===== config.mk =====
export PLATFORM = sky130hd
export DESIGN_NAME = uart_rx_deserializer
export DESIGN_NICKNAME = d
export VERILOG_FILES = /design/src/rtl/uart_pkg.sv /design/src/rtl/uart_baud_tick.sv /design/src/rtl/uart_rx_deserializer.sv
export SDC_FILE = /design/constraint.sdc
export NUM_CORES = 1
export LEC_CHECK = 0
export CORE_AREA = 2 2 65 61
export DETAILED_ROUTE_END_ITERATION = 6
export DIE_AREA = 0 0 67 63
export PLACE_DENSITY = 0.78
export REMOVE_ABC_BUFFERS = 1
export SYNTH_ARGS = -nofsm -noshare
export SYNTH_HDL_FRONTEND = slang
export SYNTH_HIERARCHICAL = 1
export SYNTH_SLANG_ARGS = --single-unit

===== constraint.sdc =====
create_clock -name i_clk -period 2.3 [get_ports i_clk]
set_input_delay 0.46 -clock i_clk [delete_from_list [all_inputs] [get_ports i_clk]]
set_output_delay 0.46 -clock i_clk [all_outputs]
set_load 0.005 [all_outputs]

===== src/rtl/uart_pkg.sv =====
// uart_pkg: shared types and helpers for the UART receive/transmit blocks.
// The parity state exists only when UART_RX_PARITY_EN is defined.
`timescale 1ns/1ps
package uart_pkg;

  localparam int DATA_BITS          = 8;
  localparam int DEFAULT_OVERSAMPLE = 16;

  // Receiver FSM states; encodings are fixed so the debug port is stable
  // across builds with and without parity.
  typedef enum logic [2:0] {
    ST_IDLE   = 3'd0,
    ST_START  = 3'd1,
    ST_DATA   = 3'd2,
`ifdef UART_RX_PARITY_EN
    ST_PARITY = 3'd3,
`endif
    ST_STOP   = 3'd4
  } uart_rx_state_t;

  // Clock cycles per oversample tick; never less than 1.
  function automatic int calc_div(input longint clk_freq, input longint baud,
                                  input int oversample);
    longint d;
    d = clk_freq / (baud * longint'(oversample));
    if (d < 1) d = 1;
    return int'(d);
  endfunction

endpackage


===== src/rtl/uart_baud_tick.sv =====
// uart_baud_tick: free-running 0..DIV-1 counter producing a one-cycle tick
// on its last count. A synchronous clear restarts the count at 0 so the
// first tick after release lands DIV cycles later.
`timescale 1ns/1ps
module uart_baud_tick #(
  parameter int DIV = 54
) (
  input  logic i_clk,
  input  logic i_rst_n,
  input  logic i_clear,
  output logic o_tick
);

  localparam int            CW   = (DIV > 1) ? $clog2(DIV) : 1;
  localparam logic [CW-1:0] LAST = CW'(DIV - 1);
  localparam logic [CW-1:0] ONE  = CW'(1);

  logic [CW-1:0] r_cnt;

  // Divisor counter: held at 0 while cleared, wraps after LAST.
  always_ff @(posedge i_clk or negedge i_rst_n) begin
    if (!i_rst_n) begin
      r_cnt <= '0;
    end else if (i_clear || (r_cnt == LAST)) begin
      r_cnt <= '0;
    end else begin
      r_cnt <= r_cnt + ONE;
    end
  end

  assign o_tick = (r_cnt == LAST) && !i_clear;

endmodule


===== src/rtl/uart_rx_deserializer.sv =====
// uart_rx_deserializer: oversampling UART receiver (8N1, or 8E1 when
// UART_RX_PARITY_EN is defined) feeding a one-deep holding register.
//
// Handshake: o_valid high means o_data holds a byte and o_data stays stable
// until the cycle where o_valid && i_ready; o_valid drops on the following
// cycle unless a new byte loads on that same edge. i_ready may be driven
// freely and has no effect while o_valid is low.
`timescale 1ns/1ps
module uart_rx_deserializer
  import uart_pkg::*;
#(
  parameter int CLK_FREQ   = 100_000_000,
  parameter int BAUD       = 115200,
  parameter int OVERSAMPLE = DEFAULT_OVERSAMPLE
) (
  input  logic                 i_clk,
  input  logic                 i_rst_n,
  input  logic                 i_uart_rx,
  output logic [DATA_BITS-1:0] o_data,
  output logic                 o_valid,
  input  logic                 i_ready,
  output logic                 o_frame_err,
  output logic                 o_parity_err,
  output logic                 o_overrun,
  output logic                 o_busy,
  output logic [2:0]           o_dbg_state
);

  localparam int            DIV       = calc_div(CLK_FREQ, BAUD, OVERSAMPLE);
  localparam int            SW        = $clog2(OVERSAMPLE);
  localparam logic [SW-1:0] SAMP_A    = SW'(OVERSAMPLE / 2 - 1);
  localparam logic [SW-1:0] SAMP_B    = SW'(OVERSAMPLE / 2);
  localparam logic [SW-1:0] SAMP_C    = SW'(OVERSAMPLE / 2 + 1);
  localparam logic [SW-1:0] SAMP_LAST = SW'(OVERSAMPLE - 1);
  localparam logic [SW-1:0] SAMP_ONE  = SW'(1);
  localparam logic [2:0]    BIT_LAST  = 3'(DATA_BITS - 1);

  // Synchronizer and edge history.
  logic r_sync1;
  logic r_sync2;
  logic r_prev;
  logic w_fall;

  // FSM.
  uart_rx_state_t r_state;
  uart_rx_state_t w_state_next;

  // Bit timing and sampling.
  logic                 w_tick;
  logic [SW-1:0]        r_samp;
  logic [2:0]           r_bit;
  logic                 r_s0;
  logic                 r_s1;
  logic                 w_maj;
  logic                 w_resolve;
  logic                 w_bit_end;
  logic [DATA_BITS-1:0] r_shift;

  // Frame outcome.
  logic w_stop_done;
  logic w_par_err;

  // Holding register and registered pulses.
  logic [DATA_BITS-1:0] r_data;
  logic                 r_valid;
  logic                 r_frame_err;
  logic                 r_overrun;

  // Two-flop synchronizer plus one history flop; all idle high after reset.
  always_ff @(posedge i_clk or negedge i_rst_n) begin
    if (!i_rst_n) begin
      r_sync1 <= 1'b1;
      r_sync2 <= 1'b1;
      r_prev  <= 1'b1;
    end else begin
      r_sync1 <= i_uart_rx;
      r_sync2 <= r_sync1;
      r_prev  <= r_sync2;
    end
  end

  // A start needs a real 1->0 transition; a line already low never counts.
  assign w_fall = r_prev && !r_sync2;

  // Tick divider is held cleared in IDLE, so it restarts at every start edge.
  uart_baud_tick #(
    .DIV (DIV)
  ) u_baud_tick (
    .i_clk   (i_clk),
    .i_rst_n (i_rst_n),
    .i_clear (r_state == ST_IDLE),
    .o_tick  (w_tick)
  );

  assign w_maj       = (r_s0 & r_s1) | (r_s0 & r_sync2) | (r_s1 & r_sync2);
  assign w_resolve   = w_tick && (r_samp == SAMP_C);
  assign w_bit_end   = w_tick && (r_samp == SAMP_LAST);
  assign w_stop_done = (r_state == ST_STOP) && w_resolve;

  // FSM state register.
  always_ff @(posedge i_clk or negedge i_rst_n) begin
    if (!i_rst_n) begin
      r_state <= ST_IDLE;
    end else begin
      r_state <= w_state_next;
    end
  end

  // FSM next-state logic.
  always_comb begin
    w_state_next = r_state;
    case (r_state)
      ST_IDLE: begin
        if (w_fall) w_state_next = ST_START;
      end
      ST_START: begin
        if (w_resolve && w_maj) begin
          w_state_next = ST_IDLE;
        end else if (w_bit_end) begin
          w_state_next = ST_DATA;
        end
      end
      ST_DATA: begin
        if (w_bit_end && (r_bit == BIT_LAST)) begin
`ifdef UART_RX_PARITY_EN
          w_state_next = ST_PARITY;
`else
          w_state_next = ST_STOP;
`endif
        end
      end
`ifdef UART_RX_PARITY_EN
      ST_PARITY: begin
        if (w_bit_end) w_state_next = ST_STOP;
      end
`endif
      ST_STOP: begin
        if (w_resolve) w_state_next = ST_IDLE;
      end
      default: w_state_next = ST_IDLE;
    endcase
  end

  // Sample/bit counters, majority samples and the data shift register.
  always_ff @(posedge i_clk or negedge i_rst_n) begin
    if (!i_rst_n) begin
      r_samp  <= '0;
      r_bit   <= '0;
      r_s0    <= 1'b1;
      r_s1    <= 1'b1;
      r_shift <= '0;
    end else if (r_state == ST_IDLE) begin
      r_samp <= '0;
      r_bit  <= '0;
    end else if (w_tick) begin
      r_samp <= (r_samp == SAMP_LAST) ? '0 : r_samp + SAMP_ONE;
      if (r_samp == SAMP_A) r_s0 <= r_sync2;
      if (r_samp == SAMP_B) r_s1 <= r_sync2;
      if (w_resolve && (r_state == ST_DATA)) begin
        r_shift <= {w_maj, r_shift[DATA_BITS-1:1]};
      end
      if (w_bit_end && (r_state == ST_DATA)) begin
        r_bit <= r_bit + 3'd1;
      end
    end
  end

`ifdef UART_RX_PARITY_EN
  logic r_par_bit;
  logic r_parity_err;

  // Captured parity bit; even parity means data plus parity has no odd 1.
  always_ff @(posedge i_clk or negedge i_rst_n) begin
    if (!i_rst_n) begin
      r_par_bit <= 1'b0;
    end else if ((r_state == ST_PARITY) && w_resolve) begin
      r_par_bit <= w_maj;
    end
  end

  assign w_par_err = ^{r_shift, r_par_bit};

  // Parity error pulse, issued when the stop bit resolves.
  always_ff @(posedge i_clk or negedge i_rst_n) begin
    if (!i_rst_n) begin
      r_parity_err <= 1'b0;
    end else begin
      r_parity_err <= w_stop_done && w_par_err;
    end
  end

  assign o_parity_err = r_parity_err;
`else
  assign w_par_err    = 1'b0;
  assign o_parity_err = 1'b0;
`endif

  // Holding register, framing and overrun pulses.
  always_ff @(posedge i_clk or negedge i_rst_n) begin
    if (!i_rst_n) begin
      r_data      <= '0;
      r_valid     <= 1'b0;
      r_frame_err <= 1'b0;
      r_overrun   <= 1'b0;
    end else begin
      r_frame_err <= w_stop_done && !w_maj;
      r_overrun   <= 1'b0;
      if (r_valid && i_ready) r_valid <= 1'b0;
      if (w_stop_done && w_maj && !w_par_err) begin
        // A byte consumed on this edge frees the register for the new one.
        if (!r_valid || i_ready) begin
          r_data  <= r_shift;
          r_valid <= 1'b1;
        end else begin
          r_overrun <= 1'b1;
        end
      end
    end
  end

  assign o_data      = r_data;
  assign o_valid     = r_valid;
  assign o_frame_err = r_frame_err;
  assign o_overrun   = r_overrun;
  assign o_busy      = (r_state != ST_IDLE);
  assign o_dbg_state = r_state;

endmodule


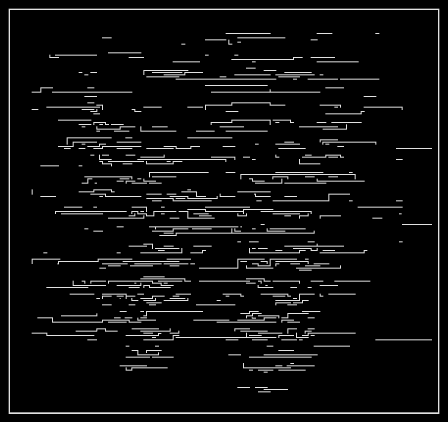
(run_1/met1.png)
wire length on this layer: 1400 um
share of all routed wire: 42%
longest straight run: 21.6 um
main direction: horizontal
nets with wire on the layer: 164
final WL: 3370 um
met1 Usage GRT: 20.3%
via count: 1216

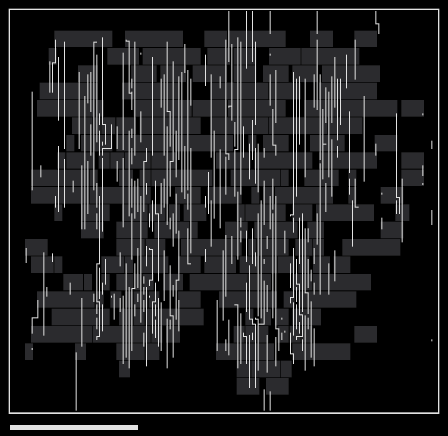
(run_1/met2.png)
Scale bar: 20 um. Cells faint in the background.
share of all routed wire: 53%
wire length on this layer: 1780 um
main direction: vertical
M2 GR Usage: 30.3%

==> flow_summary.yaml, run 1 <==
# flow metrics
placed_design:
  place_area_um2: 2090
  post-dp-hpwl_um: 2390
  io_buffers: 18
  gp_congestion: 0.705
die:
  dieArea_um2: 4220
  core-area_um2: 3570
  ios: 20
  fp_util_pct: 52.9
  placementRows: 21
critical_path:
  crit_buf_inv: 1
  crit_family: "simple AND/OR/NAND/NOR gates"
  crit_required_ns: 2.48
  cp_slowest_cell: "dfrtp_1"
  crit_chain: "inv_1 -> ha_1 -> nand4_1 -> nor2_1 -> and4b_1 -> nand4_4 -> mux2_4"
  critPathArrivalTime_ns: 2.23
  slowest_delay_ns: 0.41
  startpoint_type: "register"
  worstSetupPathType: "reg -> reg"
  endpoint_kind: "register"
final_timing:
  setup_viol: 0
  min_period_over_period_pct: 89.3
  skew_ns: 0.00382
  final-hold-violation-count: 0
  relSlewSlack_pct: 43.2
  whs_ns: 0.267
  worst_pin_slew_ns: 0.852
  finalMaxSlewViolations: 0
  fin_crit_ns: 2.06
clock_tree:
  cts_resized: 0
  clock_path_buffers: 2
  clk_latency_ns: 0.29
  cts_made_buffers: 5
  htree_levels: 2
  cts_root_buf: "clkbuf_8"
logic_synthesis:
  fa_ha_area_share_pct: 5.16
  synthFlopType: "dfrtp_1"
  synth.avg_cell_area_um2: 12.4
  topCellsByArea: "dfrtp_1 46%, dfstp_2 6.9%, mux2_4 6.3%, mux2_1 4.8%, ha_1 4.6%"
  synth.distinct_cells: 39
  synthCells: 153
  edf_count: 0
  yosysTopAreaCell: "dfrtp_1"
  synth_seq_share_pct: 53.2
  yosys.area_share.simple_pct: 16.4
  yosysChipArea_um2: 1890
  yosysWarningCount: 6
  aoi_share_pct: 6.55
  netlist_area_um2: 1890
pwr:
  power.density_nw_per_um2: 671
  intPower_mw: 1.07
  pwr-share-clk_pct: 33.1
  switching_share_pct: 26.9
  power_leakage_nw: 1.02
global_routing:
  antenna_found_initial: 0
  overflow: 0
run_status:
  status: "finished clean"
min_path:
  hp-class: "in -> async"
cells_and_area:
  final_common_cell: "dfrtp_1"
  fin_util_pct: 61.2
  nets: 185
  layout-drive-gt1-share_pct: 19.4
  layout_top_cells: "35 x dfrtp_1, 17 x clkdlybuf4s50_1, 12 x nor2_1"
  antenna_cells: 0
run:
  cap_violations: 0
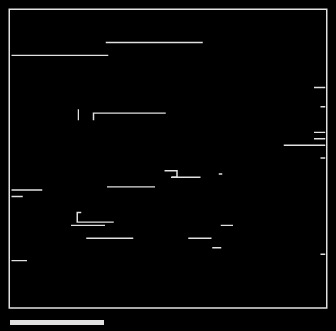
(run_1/met3.png)
Scale bar: 20 um.
nets with wire on the layer: 19
main direction: horizontal
longest straight run: 20.2 um
wire length on this layer: 143 um
share of all routed wire: 4.2%
met3 usage: 5.41%

## run 1: worst register-to-register path: cells and delay by family, from the launching register on
kind | cells | cell delay (ns)
adders and majority gates | 1 | 0.16
buffers and inverters | 1 | 0.07
DFF | 1 | 0.41
muxes | 1 | 0.37
and+or+nand+nor | 4 | 0.95
## run 1: layer usage
| metal | GRT usage [%] | vias to the layer above | wire [um] |
|---|---|---|---|
| met4 | 7.65 | 0 | 43 |
| met2 | 30.3 | 35 | 1780 |
| met1 | 20.3 | 600 | 1400 |
| met5 | 0 | - | 0 |
| li1 | - | 577 | - |
| met3 | 5.41 | 4 | 143 |
## run 1: power by group through the flow
stage          Combinational (mW)  Clock [mW]  Sequential (mW)
5_1_grt                     0.204       0.529            0.810
3_3_place_gp                0.168           0            0.811
6_report                    0.179       0.487            0.803
4_1_cts                     0.183       0.500            0.803
2_1_floorplan               0.107           0            0.812
3_5_place_dp                0.181           0            0.816
## run 1: logic make-up after synthesis
group	count (synthesis)
buf+inv	15
simple gates	49
compound gates	19
xor+xnor	4
fa+ha+maj	8
flops	40
mux	17
other cells	1
## run 1: flip-flops by register name, indices dropped and copies added (netlist names)
name               flops
o_data                 8
o_dbg_state            3
o_frame_err            1
o_overrun              1
o_valid                1
r_bit                  3
r_prev                 1
r_s0                   1
r_s1                   1
r_samp                 4
r_shift                8
r_sync1                1
r_sync2                1
u_baud_tick/r_cnt      6
## run 1: cell type report
type	count	area (um^2)
Fill cell	313	1390
Sequential cell	40	1010
Multi-Input combinational cell	98	791
Timing Repair Buffer	23	213
Clock buffer	6	82.6
Tap cell	46	57.6
Inverter	6	22.5
Clock inverter	2	15.0
## run 1: synthesized netlist by cell type, drive strengths merged (3+ instances only)
| master | number |
|---|---|
| xor2 | 3 |
| inv | 6 |
| mux2 | 16 |
| nor2 | 12 |
| nand4 | 6 |
| dfrtp | 35 |
| nand3 | 11 |
| dfstp | 5 |
| a21oi | 6 |
| nand4b | 3 |
| o21ai | 7 |
| buf | 8 |
| nand2 | 6 |
| ha | 7 |
## run 1: per-stage QoR
stage	total power, mW	TNS (ns)	setup WS, ns	cells
floorplan	0.918	-3.04	-0.201	144
global placement	0.979	0	0.349	213
detailed placement	0.997	0	0.249	213
CTS	1.49	0	0.241	221
global route	1.54	0	0.128	221
finish	1.47	0	0.245	221
## run 1: worst max path at each step
| stage | from | to | slack [ns] | depth (start not counted) |
|---|---|---|---|---|
| after CTS | u_baud_tick/r_cnt[1]$_DFF_PN0_ | o_data[4]$_DFFE_PN0P_ | 0.24 | 7 |
| final | u_baud_tick/r_cnt[1]$_DFF_PN0_ | o_data[4]$_DFFE_PN0P_ | 0.24 | 7 |
| after detailed placement | u_baud_tick/r_cnt[3]$_DFF_PN0_ | o_data[4]$_DFFE_PN0P_ | 0.25 | 6 |
| after global routing | u_baud_tick/r_cnt[1]$_DFF_PN0_ | o_data[4]$_DFFE_PN0P_ | 0.13 | 7 |
| after global placement | u_baud_tick/r_cnt[1]$_DFF_PN0_ | o_data[5]$_DFFE_PN0P_ | 0.35 | 7 |
| after floorplan | o_dbg_state[1]$_DFFE_PN0P_ | o_data[0]$_DFFE_PN0P_ | -0.20 | 5 |
==> run_1/final_congestion.png <==
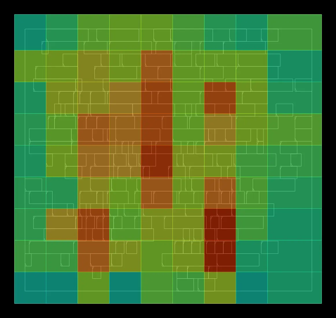

## Run 2: what changed since run 1
- CORE_AREA: 2 2 65 61 -> 4 4 67 63
- DIE_AREA: 0 0 67 63 -> 0 0 71 67
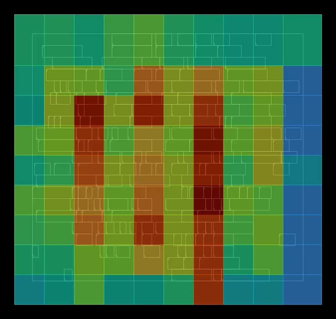
(run_2/final_congestion.png)
M2 GR Usage: 27.9%
Util after Layout: 62.2%
GRT busiest layer: met2

==> flow_summary.yaml, run 2 <==
# flow metrics
logic_synthesis:
  netlist_area_um2: 1890
  yosysWarningCount: 6
  synthCells: 153
  topCellsByArea: "dfrtp_1 46%, dfstp_2 6.9%, mux2_4 6.3%, mux2_1 4.8%, ha_1 4.6%"
  yosys.area_share.simple_pct: 16.4
  most_common_cell: "dfrtp_1"
  yosysTopAreaCell: "dfrtp_1"
  synthTopCellsByCount: "35 x dfrtp_1, 12 x nor2_1, 9 x nand3_1"
  synthFlopType: "dfrtp_1"
placed_design:
  gp_congestion: 0.836
  place_area_um2: 2090
global_routing:
  overflow: 0
  antenna_found_initial: 0
critical_path:
  startpoint_type: "register"
  endpoint_kind: "primary output"
  crit_required_ns: 1.84
  worstSetupPathType: "reg -> out"
route:
  met3_length_um: 132
  vias: 1230
  m1WireLength_um: 1370
final_timing:
  min_period_over_period_pct: 88.1
  relSlewSlack_pct: 42.9
  final-hold-violation-count: 0
  skew_ns: 0.00507
  worst_pin_slew_ns: 0.857
clock_tree:
  cts_made_buffers: 5
  clock_path_buffers: 2
  htree_levels: 2
  cts_root_buf: "clkbuf_8"
  clk_latency_ns: 0.29
pwr:
  intPower_mw: 1.26
  power.density_nw_per_um2: 742
  pwr-share-clk_pct: 40.6
  power_mw: 1.65
min_path:
  hp-class: "in -> async"
run:
  cap_violations: 0
run_status:
  status: "finished clean"
die:
  placementRows: 21
  core-area_um2: 3570
  dieArea_um2: 4760
  fp_util_pct: 52.9
  ios: 20
cells_and_area:
  nets: 185
  final_common_cell: "dfrtp_1"
  layout_top_cells: "35 x dfrtp_1, 17 x clkdlybuf4s50_1, 12 x nor2_1"
  antenna_cells: 0
run 2: cell counts after synthesis:
No cell type changed its count.
run 2: kinds of logic (layout without fill, tap and decap cells):
logic type,after synthesis,count (layout)
xor gates and xnor gates,4,4
other,1,1
adders and majority gates,8,8
and+or+nand+nor,49,49
buffers and inverters,15,37
AOI/OAI and AO/OA,19,19
DFF,40,40
muxes,17,17
run 2: power groups by stage:
stage | Combinational, mW | Sequential, mW | Clock [mW]
2_1_floorplan | 0.107 | 0.812 | 0
3_3_place_gp | 0.168 | 0.811 | 0
3_5_place_dp | 0.179 | 0.816 | 0
4_1_cts | 0.181 | 0.802 | 0.679
6_report | 0.178 | 0.803 | 0.670
5_1_grt | 0.205 | 0.810 | 0.712
run 2: stage by stage:
stage | hold slack [ns] | worst slack (ns) | TNS, ns | instances | util, %
2_1_floorplan | 0.164 | -0.201 | -3.04 | 144 | -
6_report | 0.275 | 0.274 | 0 | 221 | 62.2
3_5_place_dp | 0.349 | 0.286 | 0 | 213 | 58.5
3_3_place_gp | 0.347 | 0.355 | 0 | 213 | 58.5
5_1_grt | 0.358 | 0.146 | 0 | 221 | 62.2
4_1_cts | 0.303 | 0.256 | 0 | 221 | 62.2
run 2: cell type report:
cell class                 instances  area [um^2]  share of cell area [%]
tap                               46         57.6                    2.59
clock inverter                     2         60.1                    2.70
timing repair buffer              23          213                    9.57
clock buffer                       6         72.6                    3.26
multi-input combinational         98          791                    35.6
sequential                        40         1010                    45.3
inverter                           6         22.5                    1.01
run 2: layer usage:
metal | up-vias | track usage, %
met5 | - | 0
met4 | 0 | 8.69
met3 | 10 | 3.62
met2 | 29 | 27.9
met1 | 611 | 17.3
li1 | 580 | -
run 2: critical path: stages (launching register included):
cell,delay [ns]
dfrtp_1,0.38
nor3_1,0.18
buf_4,0.21
inv_1,0.06
clkdlybuf4s50_1,0.44
run 2: how the worst max path moves through the flow:
stage / start / end / slack, ns / cells past startpoint
floorplan: o_dbg_state[1]$_DFFE_PN0P_ / o_data[0]$_DFFE_PN0P_ / -0.20 / 5
global placement: u_baud_tick/r_cnt[1]$_DFF_PN0_ / o_data[4]$_DFFE_PN0P_ / 0.35 / 7
detailed placement: u_baud_tick/r_cnt[1]$_DFF_PN0_ / o_data[2]$_DFFE_PN0P_ / 0.29 / 7
CTS: o_dbg_state[2]$_DFFE_PN0P_ / o_busy / 0.26 / 4
global route: u_baud_tick/r_cnt[1]$_DFF_PN0_ / o_data[4]$_DFFE_PN0P_ / 0.15 / 7
finish: o_dbg_state[2]$_DFFE_PN0P_ / o_busy / 0.27 / 4
==> run_2/met2.png <==
Scale bar: 20 um. Cells faint in the background.
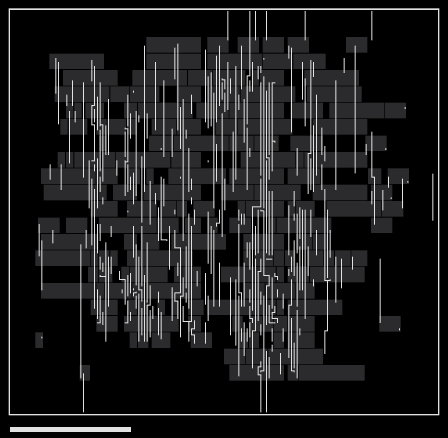

## Run 3: what changed since run 2
- CORE_AREA: 4 4 67 63 -> 4 4 61 69
- DIE_AREA: 0 0 71 67 -> 0 0 65 73
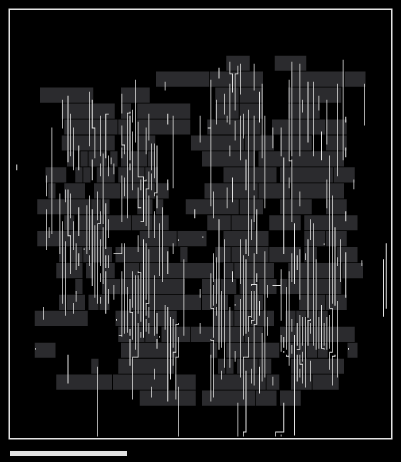
(run_3/met2.png)
Scale bar: 20 um. Cells faint in the background.
main direction: vertical
wire length on this layer: 1750 um
longest straight run: 26.0 um
share of all routed wire: 52%
final WL: 3370 um
M2 GR Usage: 26.8%
via count: 1239

==> flow_summary.yaml, run 3 <==
# flow metrics
critical_path:
  worstSetupPathType: "reg -> out"
  crit_required_ns: 1.84
  startpoint_type: "register"
  critPathArrivalTime_ns: 1.67
placed_design:
  place_area_um2: 2100
  post-dp-hpwl_um: 2460
logic_synthesis:
  synth.avg_cell_area_um2: 12.4
  synthFlopType: "dfrtp_1"
  edf_count: 0
  yosysTopAreaCell: "dfrtp_1"
  topCellsByArea: "dfrtp_1 46%, dfstp_2 6.9%, mux2_4 6.3%, mux2_1 4.8%, ha_1 4.6%"
  synthCells: 153
  yosysWarningCount: 6
  synth.distinct_cells: 39
  most_common_cell: "dfrtp_1"
  yosysChipArea_um2: 1890
global_routing:
  use_met1_pct: 19.2
  grt.busiest_layer: "met2"
  antenna_found_initial: 0
  use_met3_pct: 4.78
final_timing:
  fin_tns_setup_ns: 0
  worst_pin_slew_ns: 0.844
  relSlewSlack_pct: 43.7
  skew_ns: 0.00261
  min_period_over_period_pct: 92.4
  setup_viol: 0
run:
  cap_violations: 0
cells_and_area:
  fill_cells: 292
  antenna_cells: 0
  nets: 186
  combGateArea_um2: 791
  layout-drive-gt1-share_pct: 19.9
  regArea_um2: 1010
die:
  core-area_um2: 3540
  ios: 20
  dieArea_um2: 4750
pwr:
  power_leakage_nw: 1.04
  power.density_nw_per_um2: 697
clock_tree:
  clk_latency_ns: 0.29
  htree_levels: 2
  cts_made_buffers: 5
  cts_root_buf: "clkbuf_8"
run_status:
  status: "finished clean"
min_path:
  hp-class: "in -> async"
## run 3: stage by stage
| step | utilization (%) | total power [mW] | cells | setup slack [ns] |
|---|---|---|---|---|
| 6_report | 62.6 | 1.54 | 226 | 0.174 |
| 3_3_place_gp | 59.4 | 0.984 | 218 | 0.363 |
| 2_1_floorplan | - | 0.918 | 144 | -0.201 |
| 3_5_place_dp | 59.4 | 0.999 | 218 | 0.307 |
| 4_1_cts | 62.6 | 1.56 | 226 | 0.146 |
| 5_1_grt | 62.6 | 1.63 | 226 | 0.0453 |
## run 3: layout make-up
class	count	share of cell area, %
Timing Repair Buffer	24	9.94
Multi-Input combinational cell	98	35.7
Clock inverter	3	1.92
Clock buffer	5	3.11
Sequential cell	40	45.5
Tap cell	50	2.82
Inverter	6	1.02
## run 3: power breakdown
part           total (mW)  internal (mW)  switching, mW
Clock               0.557          0.321          0.236
Combinational       0.182         0.0818          0.100
Sequential          0.806          0.752         0.0540
## run 3: cell families (layout without fill, tap and decap cells)
logic type                 count (synthesis)  count (layout)  synth area share [%]
AOI/OAI and AO/OA                         19              19                  6.55
other                                      1               1                 0.198
adders and majority gates                  8               8                  5.16
and+or+nand+nor                           49              49                  16.4
xor gates and xnor gates                   4               4                  1.85
buffers and inverters                     15              38                  4.96
muxes                                     17              17                  11.6
DFF                                       40              40                  53.2
## run 3: path summary, 6_finish.rpt
check                                          startpoint                              to  slack, ns  cells past startpoint
min                                               i_rst_n            r_bit[0]$_DFFE_PN0P_       0.28                      1
max in group asynchronous                         i_rst_n  u_baud_tick/r_cnt[2]$_DFF_PN0_       1.50                      1
min in group i_clk                      r_sync1$_DFF_PN1_               r_sync2$_DFF_PN1_       0.36                      0
max reg2reg                u_baud_tick/r_cnt[1]$_DFF_PN0_           o_data[0]$_DFFE_PN0P_       0.31                      7
min reg2reg                             r_sync1$_DFF_PN1_               r_sync2$_DFF_PN1_       0.36                      0
max                            o_dbg_state[2]$_DFFE_PN0P_                          o_busy       0.17                      4
## run 3: worst max-delay path, stage by stage, from the launching register on
cell and delay [ns]:
dfrtp_1 0.38, nor3_1 0.34, buf_4 0.19, inv_1 0.03
clkdlybuf4s50_1 0.43
## run 3: metal layers
metal | up-vias | wire, um
li1 | 583 | -
met1 | 616 | 1370
met3 | 6 | 191
met2 | 34 | 1750
met4 | 0 | 57
met5 | - | 0
No activity file was given, so power comes from the tool's default toggle rates.
